**Wires at chosen ports, followed through buffers**

The bar under the picture is 50 um long.
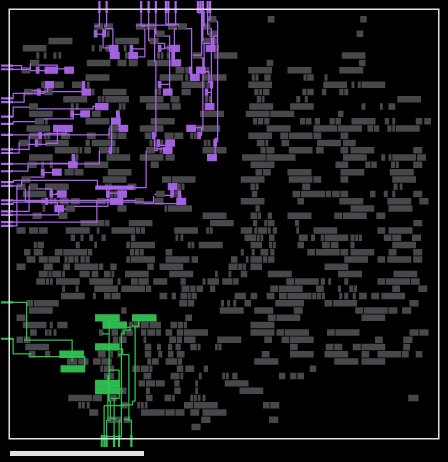
**Placement density heat map**

The bar under the picture is 50 um long. The die is cut into 16 by 16 equal tiles; black is low, pale yellow is high, 0 to 100% covered.
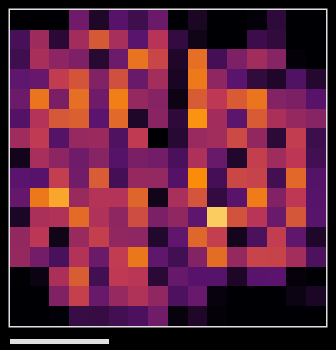
**Supply network**

The bar under the picture is 50 um long. Pins as bars on the die edge.
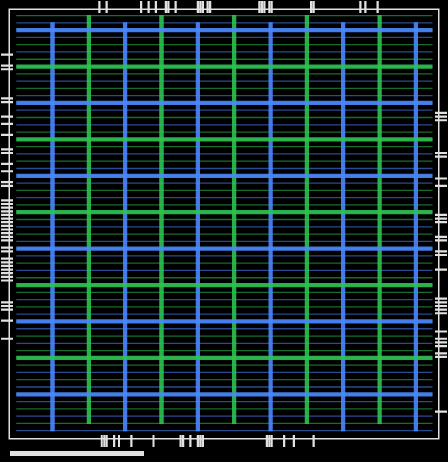
**Routing congestion map**

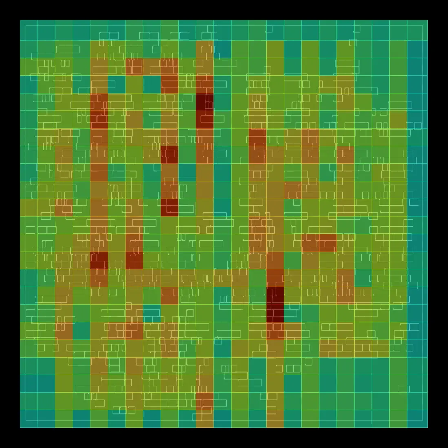
**Placement by cell class**

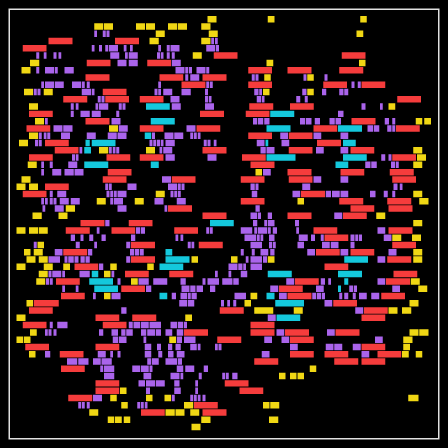
`src/rtl/load_store_unit.sv`:
```
// load_store_unit
// Bridges the pipeline MEM stage to a byte-wide data memory. One load or
// store request is accepted at a time and broken into 1, 2 or 4 single-byte
// memory accesses. Loads are assembled little-endian and sign/zero extended.
// Misaligned or illegal requests are answered with Fault and touch no memory.
//
// Every output is a flop. The memory-port flops are loaded from the next-state
// decode, so they line up with the state. Resp_Valid, Fault and Data_Out are
// loaded while the FSM sits in RESP, so they appear one cycle after it.
//
// Ports
//   clk, rst_n             clock, asynchronous active-low reset
//   Req_Valid / Req_Ready  request handshake (ready only while idle)
//   Mem_Read, Mem_Write    request kind (exactly one must be set)
//   Funct_3                width/sign code (B, H, W, BU, HU)
//   Addr, Data_In          byte address and store data
//   Resp_Valid             one-cycle completion pulse
//   Data_Out, Fault        load result (0 for stores and faults) and fault flag
//   Bmem_*                 byte memory port (read data returns one cycle later)
module load_store_unit #(
    parameter int ADDR_W = 8
) (
    input  logic              clk,
    input  logic              rst_n,
    input  logic              Req_Valid,
    output logic              Req_Ready,
    input  logic              Mem_Read,
    input  logic              Mem_Write,
    input  logic [2:0]        Funct_3,
    input  logic [ADDR_W-1:0] Addr,
    input  logic [31:0]       Data_In,
    output logic              Resp_Valid,
    output logic [31:0]       Data_Out,
    output logic              Fault,
    output logic [ADDR_W-1:0] Bmem_Addr,
    output logic              Bmem_Re,
    output logic              Bmem_We,
    output logic [7:0]        Bmem_Wdata,
    input  logic [7:0]        Bmem_Rdata
);

    typedef enum logic [1:0] {
        IDLE   = 2'd0,
        ACCESS = 2'd1,
        DRAIN  = 2'd2,
        RESP   = 2'd3
    } state_t;

    // Legality check of a request: kind, width code and alignment.
    function automatic logic req_fault(input logic rd, input logic wr,
                                       input logic [2:0] f3, input logic [1:0] lsb);
        logic bad;
        bad = (rd == wr);
        case (f3)
            3'b000:  bad = bad;
            3'b001:  bad = bad | lsb[0];
            3'b010:  bad = bad | (lsb != 2'b00);
            3'b100:  bad = bad | wr;
            3'b101:  bad = bad | wr | lsb[0];
            default: bad = 1'b1;
        endcase
        return bad;
    endfunction

    // Index of the final byte for a width code (N-1).
    function automatic logic [1:0] last_idx(input logic [2:0] f3);
        logic [1:0] li;
        case (f3[1:0])
            2'b00:   li = 2'd0;
            2'b01:   li = 2'd1;
            default: li = 2'd3;
        endcase
        return li;
    endfunction

    state_t              state_r, state_s;
    logic [1:0]          idx_r, idx_s;
    logic                is_load_r, fault_r;
    logic [2:0]          f3_r;
    logic [ADDR_W-1:0]   addr_r;
    logic [31:0]         wdata_r, asm_r;
    logic                accept_s, req_fault_s;
    logic [ADDR_W-1:0]   base_s, bm_addr_s;
    logic [31:0]         sdata_s, ext_s, resp_data_s;
    logic                load_s, bm_re_s, bm_we_s, cap_en_s;
    logic [7:0]          bm_wdata_s;
    logic [1:0]          cap_slot_s;

    // Next-state and byte-index sequencing.
    always_comb begin
        state_s     = state_r;
        idx_s       = idx_r;
        accept_s    = 1'b0;
        req_fault_s = req_fault(Mem_Read, Mem_Write, Funct_3, Addr[1:0]);
        case (state_r)
            IDLE: begin
                if (Req_Valid) begin
                    accept_s = 1'b1;
                    idx_s    = 2'd0;
                    if (req_fault_s) begin
                        state_s = RESP;
                    end else begin
                        state_s = ACCESS;
                    end
                end else begin
                    state_s = IDLE;
                end
            end
            ACCESS: begin
                if (idx_r == last_idx(f3_r)) begin
                    idx_s = 2'd0;
                    // Loads need one extra cycle to collect the final read byte.
                    if (is_load_r) begin
                        state_s = DRAIN;
                    end else begin
                        state_s = RESP;
                    end
                end else begin
                    idx_s = idx_r + 2'd1;
                end
            end
            DRAIN:   state_s = RESP;
            RESP:    state_s = IDLE;
            default: state_s = IDLE;
        endcase
    end

    // Memory-port values for the coming cycle; on accept the raw inputs are
    // used because the request latch is not loaded yet.
    always_comb begin
        base_s  = (state_r == IDLE) ? Addr      : addr_r;
        sdata_s = (state_r == IDLE) ? Data_In   : wdata_r;
        load_s  = (state_r == IDLE) ? Mem_Read  : is_load_r;
        if (state_s == ACCESS) begin
            bm_re_s    = load_s;
            bm_we_s    = ~load_s;
            bm_addr_s  = base_s + ADDR_W'(idx_s);
            bm_wdata_s = sdata_s[{idx_s, 3'b000} +: 8];
        end else begin
            bm_re_s    = 1'b0;
            bm_we_s    = 1'b0;
            bm_addr_s  = Bmem_Addr;
            bm_wdata_s = Bmem_Wdata;
        end
    end

    // Read data arrives one cycle after the read, so it lands in slot idx-1.
    always_comb begin
        cap_en_s   = 1'b0;
        cap_slot_s = idx_r - 2'd1;
        if ((state_r == ACCESS) && is_load_r && (idx_r != 2'd0)) begin
            cap_en_s = 1'b1;
        end else if (state_r == DRAIN) begin
            cap_en_s   = 1'b1;
            cap_slot_s = last_idx(f3_r);
        end else begin
            cap_en_s = 1'b0;
        end
    end

    // Width extension of the assembled load value.
    always_comb begin
        case (f3_r)
            3'b000:  ext_s = {{24{asm_r[7]}}, asm_r[7:0]};
            3'b001:  ext_s = {{16{asm_r[15]}}, asm_r[15:0]};
            3'b100:  ext_s = {24'd0, asm_r[7:0]};
            3'b101:  ext_s = {16'd0, asm_r[15:0]};
            default: ext_s = asm_r;
        endcase
        resp_data_s = (fault_r || !is_load_r) ? 32'd0 : ext_s;
    end

    // FSM state, byte index, request latch and load assembly register.
    always_ff @(posedge clk or negedge rst_n) begin
        if (!rst_n) begin
            state_r   <= IDLE;
            idx_r     <= 2'd0;
            is_load_r <= 1'b0;
            fault_r   <= 1'b0;
            f3_r      <= 3'd0;
            addr_r    <= {ADDR_W{1'b0}};
            wdata_r   <= 32'd0;
            asm_r     <= 32'd0;
        end else begin
            state_r <= state_s;
            idx_r   <= idx_s;
            if (accept_s) begin
                is_load_r <= Mem_Read;
                fault_r   <= req_fault_s;
                f3_r      <= Funct_3;
                addr_r    <= Addr;
                wdata_r   <= Data_In;
                asm_r     <= 32'd0;
            end
            if (cap_en_s) begin
                asm_r[{cap_slot_s, 3'b000} +: 8] <= Bmem_Rdata;
            end
        end
    end

    // Registered byte-memory port.
    always_ff @(posedge clk or negedge rst_n) begin
        if (!rst_n) begin
            Bmem_Re    <= 1'b0;
            Bmem_We    <= 1'b0;
            Bmem_Addr  <= {ADDR_W{1'b0}};
            Bmem_Wdata <= 8'd0;
        end else begin
            Bmem_Re    <= bm_re_s;
            Bmem_We    <= bm_we_s;
            Bmem_Addr  <= bm_addr_s;
            Bmem_Wdata <= bm_wdata_s;
        end
    end

    // Registered handshake and response outputs; Data_Out holds between pulses.
    always_ff @(posedge clk or negedge rst_n) begin
        if (!rst_n) begin
            Req_Ready  <= 1'b1;
            Resp_Valid <= 1'b0;
            Fault      <= 1'b0;
            Data_Out   <= 32'd0;
        end else begin
            Req_Ready  <= (state_s == IDLE);
            Resp_Valid <= (state_r == RESP);
            Fault      <= (state_r == RESP) && fault_r;
            if (state_r == RESP) begin
                Data_Out <= resp_data_s;
            end
        end
    end

endmodule

```
`config.mk`:
```
export PLATFORM = sky130hd
export DESIGN_NAME = load_store_unit
export DESIGN_NICKNAME = d
export VERILOG_FILES = /design/src/rtl/load_store_unit.sv
export SDC_FILE = /design/constraint.sdc
export NUM_CORES = 1
export LEC_CHECK = 0
export CAP_MARGIN = 20
export CORE_MARGIN = 2
export CORE_UTILIZATION = 26
export DETAILED_ROUTE_END_ITERATION = 7
export PLACE_DENSITY_LB_ADDON = 0.08
export SYNTH_ARGS = -nofsm -noshare
export SYNTH_HDL_FRONTEND = slang
export SYNTH_SLANG_ARGS = --single-unit
```
`constraint.sdc`:
```
create_clock -name clk -period 3.31 [get_ports clk]
set_input_delay 0.4965 -clock clk [delete_from_list [all_inputs] [get_ports clk]]
set_output_delay 0.4965 -clock clk [all_outputs]
set_load 0.1 [all_outputs]
```
==> changes_impl.md <==
### Changed

* Critical path capture point: asm_r[11]
* Reg2Reg Depth at 8
* Worst Path Arrival at 3.15 ns
* Die Area at 25,500 um2
* Met3 wire len at 1010 um
* Sequential power share at 28.4%
* Registers at 134
* Clk slew on worst S/H paths at 0.06 ns
* Fraction of layout cells with a size suffix above 1 at 12.9%
* Startpoint Class: register
* FF-to-FF setup slack at 0.52 ns
* Setup crit end kind: register
* Total of max-cap violations at 0
* Number of buffers and inverters on the critical path at 1
* CP max-delay cell: dfrtp_1
* Final ANT Viol Nets at 0
* F_max at 358 MHz
* RR Startpoint: state_r[1]
* Final cell count without fillers at 1,070
* Gr busiest metal: met2
* Status: completed
* Gp weighted congestion at 0.822
* Worst-Margin Slew at 0.983 ns
* Synth Area in XOR/XNOR at 0.555%
* Most instantiated logic cells after routing: nand2_1 (173), dfrtp_1 (133), clkdlybuf4s50_1 (74)
* Post-synthesis sequential area ratio at 53.1%
* Initial antenna violation count at 1
* Yosys top cell by instances: nand2_1
* Die H at 160 um
* Distinct lib cells used at 55
* Clock Sinks at 134
* Adder Area Share at 1.78%
* Clock group at 1.90 mW
* First-pass GRT wire length at 29,600 um
* GRT Total Usage at 14.9%
* Synthesized area at 6310 um2
* Flop share of the area at 40.3%
* Main logic family: simple AND/OR/NAND/NOR gates
* R2r endpoint: asm_r[11]
* AO/OA Area Share at 14.2%
* # Cells Yosys at 622
* Dpl cell area at 7730 um2
* Clock share of power at 20.7%
* TritonRoute pass-1 iters at 4
* Dominant class by area: registers
* Non-clock inverters at 9
* CTS Root Cell: clkbuf_16
* Internal power at 4.83 mW
About 'wires at chosen ports, followed through buffers':
port	color	direction	edge	end cells	buffers	wire
`Data_In`	purple	input	19 left, 13 top	64	32	1,150 um
`Bmem_Addr`	green	output	6 bottom, 2 left	8	8	360 um
IO Port Bufs: 108
Ports: 109

About 'placement density heat map':
mean over tiles	31%
fullest tile	89%
nearly empty tiles	13%
tiles over 75% full	1.2%
Util after Layout: 34.5%
Core Area: 24,100 um2
floorplan utilization: 26.2%

About 'supply network':
net	color
VDD	green
VSS	blue
met5 straps	11
signal pins	109

About 'routing congestion map':
wire per inst: 17.3 um
GR Layer Usage met3: 4.65%

About 'placement by cell class':
class	color	cells
sequential cells	red	134
clock drivers and dummy loads	cyan	32
remaining buffers and delay cells	yellow	126
combinational and other logic	purple	453

Power is estimated from default activity; no workload was simulated.
